### config.mk
export PLATFORM = sky130hd
export DESIGN_NAME = text_plane_controller
export DESIGN_NICKNAME = d
export VERILOG_FILES = /design/src/rtl/text_plane_controller.sv
export SDC_FILE = /design/constraint.sdc
export NUM_CORES = 1
export LEC_CHECK = 0
export CAP_MARGIN = 20
export CORE_UTILIZATION = 44
export DETAILED_ROUTE_END_ITERATION = 10
export PLACE_DENSITY = 0.69
export SYNTH_ARGS = -nofsm -noshare
export SYNTH_HDL_FRONTEND = slang
export SYNTH_SLANG_ARGS = --single-unit
### constraint.sdc
create_clock -name clk -period 3.38 [get_ports clk]
set_clock_uncertainty 0.2 [all_clocks]
set_input_delay 0.338 -clock clk [delete_from_list [all_inputs] [get_ports clk]]
set_output_delay 0.338 -clock clk [all_outputs]
set_load 0.05 [all_outputs]
### src/rtl/text_plane_controller.sv
`default_nettype none
// ============================================================================
// Module   : text_plane_controller
// Purpose  : Arbitrates two character sources into the character-plane write
//            port, tracks the cursor and runs the line/screen clear engines.
//            Optional macro TEXT_PLANE_CURSOR_BLINK_EN adds output cursor_vis.
// Revision : 1.0 - initial release
// ============================================================================
module text_plane_controller #(
  parameter int COLS      = 80,
  parameter int ROWS      = 30,
  parameter int COL_W     = 7,
  parameter int ROW_W     = 5,
  parameter int BLINK_DIV = 25000000
) (
  input  logic             clk,
  input  logic             reset,
  input  logic             req0_valid,
  input  logic [7:0]       req0_char,
  output logic             req0_ready,
  input  logic             req1_valid,
  input  logic [7:0]       req1_char,
  output logic             req1_ready,
  input  logic             clr,
  output logic             busy,
  output logic             wr_en,
  output logic [ROW_W-1:0] wr_row,
  output logic [COL_W-1:0] wr_col,
  output logic [7:0]       wr_char,
  output logic [ROW_W-1:0] cur_row,
`ifdef TEXT_PLANE_CURSOR_BLINK_EN
  output logic             cursor_vis,
`endif
  output logic [COL_W-1:0] cur_col
);

  localparam logic [COL_W-1:0] c_COL_LAST = COL_W'(COLS - 1);
  localparam logic [ROW_W-1:0] c_ROW_LAST = ROW_W'(ROWS - 1);
  localparam logic [7:0]       c_SPACE    = 8'h20;

  typedef enum logic [1:0] {
    IDLE     = 2'd0,
    CLR_LINE = 2'd1,
    CLR_ALL  = 2'd2
  } state_t;

  state_t           r_state;
  logic             r_clr_pend;
  logic             r_rr;          // 1: req1 wins a tie next time
  logic [ROW_W-1:0] r_cur_row;
  logic [COL_W-1:0] r_cur_col;
  logic [ROW_W-1:0] r_sw_row;
  logic [COL_W-1:0] r_sw_col;
  logic             r_wr_en;
  logic [ROW_W-1:0] r_wr_row;
  logic [COL_W-1:0] r_wr_col;
  logic [7:0]       r_wr_char;

  logic       w_open;
  logic       w_grant1;
  logic       w_accept;
  logic [7:0] w_char;
  logic       w_printable;
  logic       w_newline;
  logic       w_backspace;
  logic       w_col_last;
  logic       w_row_last;
  logic       w_line_adv;

  assign w_open      = (r_state == IDLE) && !r_clr_pend;
  assign w_grant1    = req1_valid && (!req0_valid || r_rr);
  assign req1_ready  = w_open && w_grant1;
  assign req0_ready  = w_open && req0_valid && !w_grant1;
  assign w_accept    = req0_ready || req1_ready;
  assign w_char      = req1_ready ? req1_char : req0_char;
  assign w_printable = (w_char >= 8'h20) && (w_char <= 8'h7E);
  assign w_newline   = (w_char == 8'h0A) || (w_char == 8'h0D);
  assign w_backspace = (w_char == 8'h08) && (r_cur_col != '0);
  assign w_col_last  = (r_cur_col == c_COL_LAST);
  assign w_row_last  = (r_cur_row == c_ROW_LAST);
  assign w_line_adv  = (w_printable && w_col_last) || w_newline;

  assign busy    = (r_state != IDLE) || r_clr_pend;
  assign wr_en   = r_wr_en;
  assign wr_row  = r_wr_row;
  assign wr_col  = r_wr_col;
  assign wr_char = r_wr_char;
  assign cur_row = r_cur_row;
  assign cur_col = r_cur_col;

  always_ff @(posedge clk or negedge reset) begin
    if (!reset) begin
      r_state    <= IDLE;
      r_clr_pend <= 1'b0;
      r_rr       <= 1'b0;
      r_cur_row  <= '0;
      r_cur_col  <= '0;
      r_sw_row   <= '0;
      r_sw_col   <= '0;
      r_wr_en    <= 1'b0;
      r_wr_row   <= '0;
      r_wr_col   <= '0;
      r_wr_char  <= '0;
    end else begin
      r_wr_en <= 1'b0;
      // A clear during the full sweep is redundant and is dropped.
      if (clr && r_state != CLR_ALL) r_clr_pend <= 1'b1;
      case (r_state)
        IDLE: begin
          if (r_clr_pend) begin
            r_clr_pend <= 1'b0;
            r_state    <= CLR_ALL;
            r_sw_row   <= '0;
            r_sw_col   <= '0;
          end else if (w_accept) begin
            r_rr <= req0_ready;
            if (w_printable) begin
              r_wr_en   <= 1'b1;
              r_wr_row  <= r_cur_row;
              r_wr_col  <= r_cur_col;
              r_wr_char <= w_char;
              if (!w_col_last) r_cur_col <= r_cur_col + 1'b1;
            end else if (w_backspace) begin
              r_wr_en   <= 1'b1;
              r_wr_row  <= r_cur_row;
              r_wr_col  <= r_cur_col - 1'b1;
              r_wr_char <= c_SPACE;
              r_cur_col <= r_cur_col - 1'b1;
            end
            if (w_line_adv) begin
              r_cur_col <= '0;
              if (w_row_last) begin
                r_cur_row <= '0;
                r_state   <= CLR_LINE;
                r_sw_col  <= '0;
              end else begin
                r_cur_row <= r_cur_row + 1'b1;
              end
            end
          end
        end
        CLR_LINE: begin
          r_wr_en   <= 1'b1;
          r_wr_row  <= r_cur_row;
          r_wr_col  <= r_sw_col;
          r_wr_char <= c_SPACE;
          if (r_sw_col == c_COL_LAST) r_state <= IDLE;
          else r_sw_col <= r_sw_col + 1'b1;
        end
        CLR_ALL: begin
          r_wr_en   <= 1'b1;
          r_wr_row  <= r_sw_row;
          r_wr_col  <= r_sw_col;
          r_wr_char <= c_SPACE;
          if (r_sw_col == c_COL_LAST) begin
            r_sw_col <= '0;
            if (r_sw_row == c_ROW_LAST) begin
              r_state   <= IDLE;
              r_cur_row <= '0;
              r_cur_col <= '0;
            end else begin
              r_sw_row <= r_sw_row + 1'b1;
            end
          end else begin
            r_sw_col <= r_sw_col + 1'b1;
          end
        end
        default: r_state <= IDLE;
      endcase
    end
  end

`ifdef TEXT_PLANE_CURSOR_BLINK_EN
  localparam int c_BLINK_W = $clog2(BLINK_DIV + 1);

  logic [c_BLINK_W-1:0] r_blink_cnt;
  logic [c_BLINK_W-1:0] r_solid_cnt;
  logic                 r_blink;
  logic [ROW_W-1:0]     r_prev_row;
  logic [COL_W-1:0]     r_prev_col;
  logic                 w_moved;

  assign w_moved    = (r_prev_row != r_cur_row) || (r_prev_col != r_cur_col);
  assign cursor_vis = !busy && (r_blink || (r_solid_cnt != '0));

  // Solid window restarts on every cursor move so typing never blinks.
  always_ff @(posedge clk or negedge reset) begin
    if (!reset) begin
      r_blink_cnt <= '0;
      r_solid_cnt <= '0;
      r_blink     <= 1'b1;
      r_prev_row  <= '0;
      r_prev_col  <= '0;
    end else begin
      r_prev_row <= r_cur_row;
      r_prev_col <= r_cur_col;
      if (r_blink_cnt == c_BLINK_W'(BLINK_DIV - 1)) begin
        r_blink_cnt <= '0;
        r_blink     <= !r_blink;
      end else begin
        r_blink_cnt <= r_blink_cnt + 1'b1;
      end
      if (w_moved) r_solid_cnt <= c_BLINK_W'(BLINK_DIV);
      else if (r_solid_cnt != '0) r_solid_cnt <= r_solid_cnt - 1'b1;
    end
  end
`endif

endmodule
`default_nettype wire

==> results.txt, run 1 <==
Implementation progress

The number of well taps stands at 96. The buffers plus inverters on the worst setup path stands at 3. The shortest clock period the worst path allows after layout stands at 3.01 ns. The worst setup path is launched from a flop. Of all flip-flops after synthesis, the portion carrying an async set or reset was 100%. The worst hold path begins at wr_char[7].

The worst setup path is captured at an output pin. The highest achievable clock rate stands at between 300 and 400 MHz. Measured in cells, the most critical reg-to-reg path has a length of 8. The post-synthesis share of cell area spent on and-or and or-and gates stands at 21.0%. Buffers inserted to repair hold after CTS numbered 1. Summed over all instances, the cell type with the most area after synthesis is dfrtp_1.

Once routing completed, OpenROAD measured the worst setup slack at 0.371 ns. The synthesized netlist devotes between 10% and 20% of its cell area to simple gates. The worst hold path terminates at wr_char[7]. The critical path endpoint has a required time of ~2.8 ns.

The longest individual stage delay on the worst path stands at 0.84 ns. For reference, the most critical setup path is categorized as reg -> out. The worst setup timing slack at the placement stage stands at around 0.25 ns. The number of H-tree levels stands at 2. The flip-flop and latch power stands at 586 uW. Per STA, the startpoint of the critical path is r_state[0]. The worst path uses 89.0% of the clock period. The area share of the leading cell type in the synthesized netlist stands at 37.9%. For the final routed database, the setup TNS stands at 0 ns.

The synthesis run identifies the leading combinational cell family as AND-OR/OR-AND gates. The via count of the first global-routing pass stands at 2696. Counting instances in the post-synthesis netlist gives the leading cell types as 49 x dfrtp_1, 45 x nand2_1, 36 x o21ai_0. The post-detailed-placement half-perimeter wirelength stands at approximately 6.0 mm. The fraction of power spent switching nets stands at 23.9%. The area figure in the yosys stat output stands at 0.00324 sq mm. Each instance of the synthesized netlist takes up on average a little over 9 sq um. Of the total standard cell area in the layout, the multi-input combinational portion is 46.7%. For this run, global-route usage on met1 was measured as 29.0%. In the power breakdown, the biggest contributor is registers. The area of the multi-input gates stands at around 0.0019 sq mm. The depth of the worst hold-timing path stands at 1.

The critical path runs through a total of 7 cells. The fraction of layout cells with a size suffix above 1 stands at 12.1%. The detailed placer reported the number of placed instances as 502.

The fraction of synthesized area in multiplexers stands at 10.3%. The routed metal-1 wirelength stands at 3.84 mm. The first global-routing pass estimated 12.9 mm of wire. Summing the areas of all fa, ha and maj instances in the mapped netlist gives 5.41% of the synthesized area. In the final design database the tool counted 449 nets. The power in the clock group stands at 337 uW.

After technology mapping, the gate count stands at 357. The met3 wire length stands at 326 microns. The share of total power dissipated in sequential elements is between 50% and 60%.

The synthesized netlist was found by Yosys to have 357 cells. The stage-log warning count stands at 34. The distinct cell type count of the synthesized netlist stands at around 55. The top cell types in the final layout, fill and taps aside, are 55 x clkdlybuf4s50_1, 49 x dfrtp_1, 45 x nand2_1. In this run the clock root is driven by a clkbuf_8. The flow ran to the end, and the final reports show no timing, DRC or antenna violations. CTS added clock buffers totalling 5. Once the floorplan was initialized, standard cells occupied roughly 47% of the core. The count of pins over their slew limit stands at 0. Per the power-grid run, VDD falls by no more than 0.000152 V. The cell leakage power stands at ~0.0017 uW.

The number of nets produced by synthesis stands at just under 400. Sequential cells were found to cover 37.9% of the synthesized design area. The area growth from synthesis to layout stands at 23.2%. The number of sequential cells stands at 49. The power report attributes to the combinational group a share of 8.4%. The overall power consumption stands at 1010 uW. The number of gates given a new drive strength after cts stands at 0. The report counts max-capacitance violations totalling 0.
**Run 1: a small window of the routed layout**

Window x 29 to 59, y 29 to 59 microns. Cells in grey, sequential cells in the stronger grey; small squares are vias.
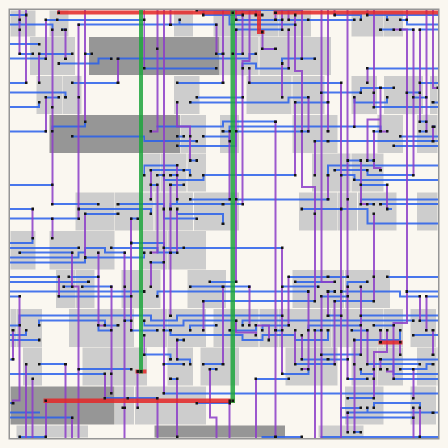
| colour | layer |
|---|---|
| green | M4 |
| purple | M2 |
| red | M3 |
| blue | M1 |
sequential cells in the window: 3
most frequent: o21ai_0 (8), nand2_1 (7)
cells with their middle in the window: 67

**Run 1: metal layers overlaid**

Drawn at 4 px/micron. Only two layers are drawn.
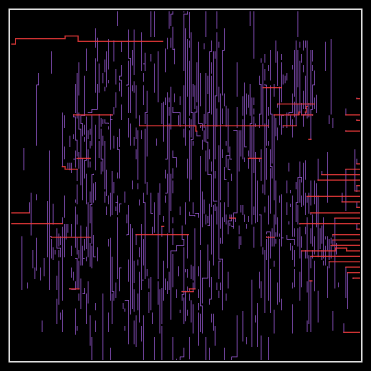
| colour | layer | wire length |
|---|---|---|
| red | M3 | 326 microns |
| purple | M2 | 3760 microns |
wire length per cell: 15.7 microns
detailed-route wire length: 8.03 mm
global-route total usage across every layer: 21.5%
total number of vias: 2890

**Run 1: wiring heat map**

Drawn at 3 px/micron. 18 x 18 tiles, from dark purple (low) to yellow (high), scaled to the fullest tile. Values are wire area over tile area, all layers added.
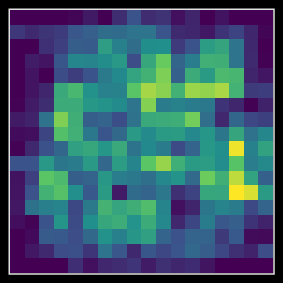
tiles over half the peak: 27%
mean over tiles: 0.16
nearly empty tiles: 10%
emptiest ninth of the die: upper left

**Run 1: cell outlines without signal wires**

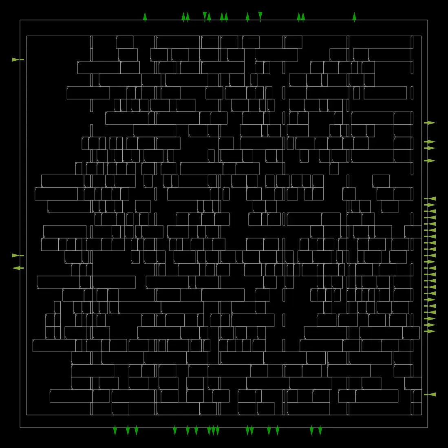

==> inputs of run 2 (changes only) <==
- CTS_BUF_LIST: unset -> sky130_fd_sc_hd__clkbuf_16
- DONT_BUFFER_PORTS: unset -> 1
- PLACE_DENSITY: 0.69 -> unset
**Run 2: cell outlines without signal wires**

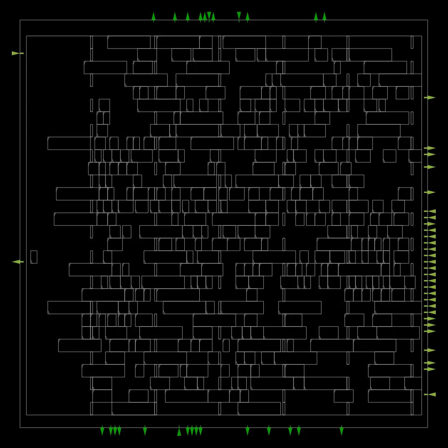
Std-Cell Rows: 30
number of well taps: 96
flip-flops: 49
fill cell count: 676
final standard cell utilization of the core: 51.4%

**Run 2: metal layers overlaid**

Drawn at 4 px/micron. Only two layers are drawn.
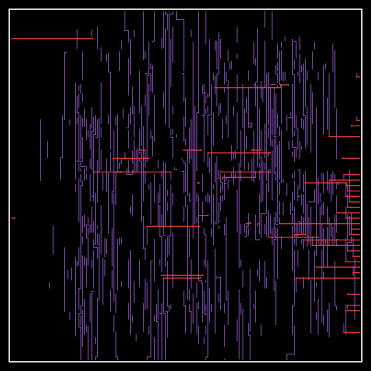
| colour | layer | wire length |
|---|---|---|
| red | M3 | 324 microns |
| purple | M2 | 3760 microns |
wire length per cell: 16.5 microns
global-route total usage across every layer: 20.8%
detailed-route wire length: 7.61 mm

==> run 2 against run 1 <==
Net effect:
- cell area shrank 11%
- largest cell class unchanged
- setup slack gained 0.036 ns
- critical path type is now reg -> reg
- cell count shrank 9.4%
- via count shrank 6.1%
- die area is the same
- sequential share of layout area grew 3.6 points
- power grew 11%
- count of clock-buffer cells in the layout shrank 1
==> results.txt, run 2 <==
Implementation progress

The area growth from synthesis to layout stands at 10.2%. The first-pass GRT wire length stands at roughly 12 mm. The routed metal-1 wirelength stands at 3.48 mm. Once routing completed, OpenROAD measured the worst setup slack at a little over 0.4 ns. The synthesis run identifies the leading combinational cell family as AND-OR/OR-AND gates.

Per report_power, the Sequential row totals 586 uW. At the floorplan stage, the core utilization is reported as between 40% and 50%. The average instance area after synthesis stands at 9.06 sq um. After layout, the worst path uses 88.0% of the clock period. The total clock buffers created by CTS stands at 5.

The critical path endpoint has a required time of around 3.4 ns. The post-CTS hold buffer count recorded in the log is 2. For hold timing, the worst endpoint is r_clr_pend. The highest achievable clock rate stands at roughly 340 MHz. The distinct cell type count of the synthesized netlist stands at 55.

By count the netlist is led by 49 x dfrtp_1, 45 x nand2_1, 36 x o21ai_0. Summing over every cut layer, the via total after detailed routing is between 2000 and 3000. In the power breakdown, the biggest contributor is registers.

The number of warnings reported in the stage logs is 34. Summing all multi-input logic gate instances after layout gives 0.00186 sq mm. The cell leakage power stands at 0.00156 uW.

The power in the clock group stands at 476 uW. The number of gates given a new drive strength after cts stands at 0. The critical path is of the reg -> reg type. The biggest area contributor in the post-synthesis netlist is dfrtp_1. Looking at the VDD voltage map, the peak drop is slightly below 0.0002 V. The global routing met1 resource utilization stands at 27.1%. Per the synth stats, the proportion of register bits with asynchronous set or reset is 100%. In this run, the synthesized area fraction spent on adder and majority cells is recorded as 5.41%. The shortest clock period the worst path allows after layout stands at 2.97 ns. Per the final report, max-transition violations number 0. The flow ran to the end, and the final reports show no timing, DRC or antenna violations. Multi-input logic gates represent a cell area share of between 50% and 60%. The power report attributes to the combinational group a share of 4.7%. In this run the biggest area consumer among cell types represents 37.9% of the synthesized area. The longest individual stage delay on the worst path stands at 0.54 ns. Sequential cells account for 52.6% of the total power. STA classifies the critical path endpoint as a flop. The post-synthesis share of cell area spent on and-or and or-and gates stands at 21.0%. The via count of the first global-routing pass stands at around 2600. The overall power consumption stands at 1110 uW.

Leaving out filler cells and counting taps, the final layout contains 462. The fraction of synthesized area in multiplexers stands at roughly a tenth. For the worst min-delay path, the startpoint reported by OpenROAD is clr. The launch point of the worst register-to-register path is recorded as r_state[0]. At floorplan, the net count of the design was reported as 392. The tally of max-capacitance violations stands at 0. The worst setup path is launched from a flop.

After routing, the total negative slack on setup checks comes to 0 ns. OpenSTA lists the critical path startpoint as r_state[0]. Leaving out fill and tap cells, the most frequent cells in the layout are 49 x dfrtp_1, 45 x nand2_1, 35 x o21ai_0. The final layout contains roughly 400 nets.

The number of placed instances, taps included, is approximately 450. The register share after synthesis stands at 37.9%. The basic-gate share of the synthesized area counting and, or, nand and nor cells stands at 19.6%. The tree is rooted in a clkbuf_16.
**Run 2: a small window of the routed layout**

Window x 29 to 59, y 29 to 59 microns. Cells in grey, sequential cells in the stronger grey; small squares are vias.
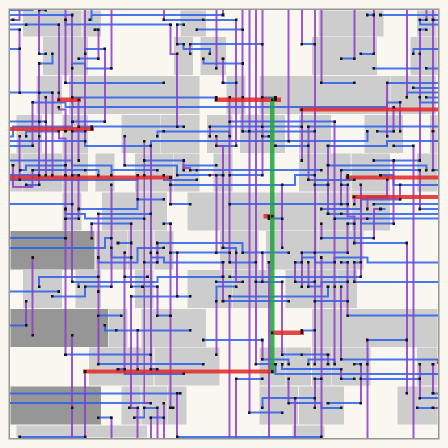
| colour | layer |
|---|---|
| red | M3 |
| green | M4 |
| purple | M2 |
| blue | M1 |
most frequent: o21ai_0 (9)
cells with their middle in the window: 69
netlist names of flops here include: `r_state` (2), `r_sw_row` (1)
sequential cells in the window: 3

No activity file was given, so power comes from the tool's default toggle rates.
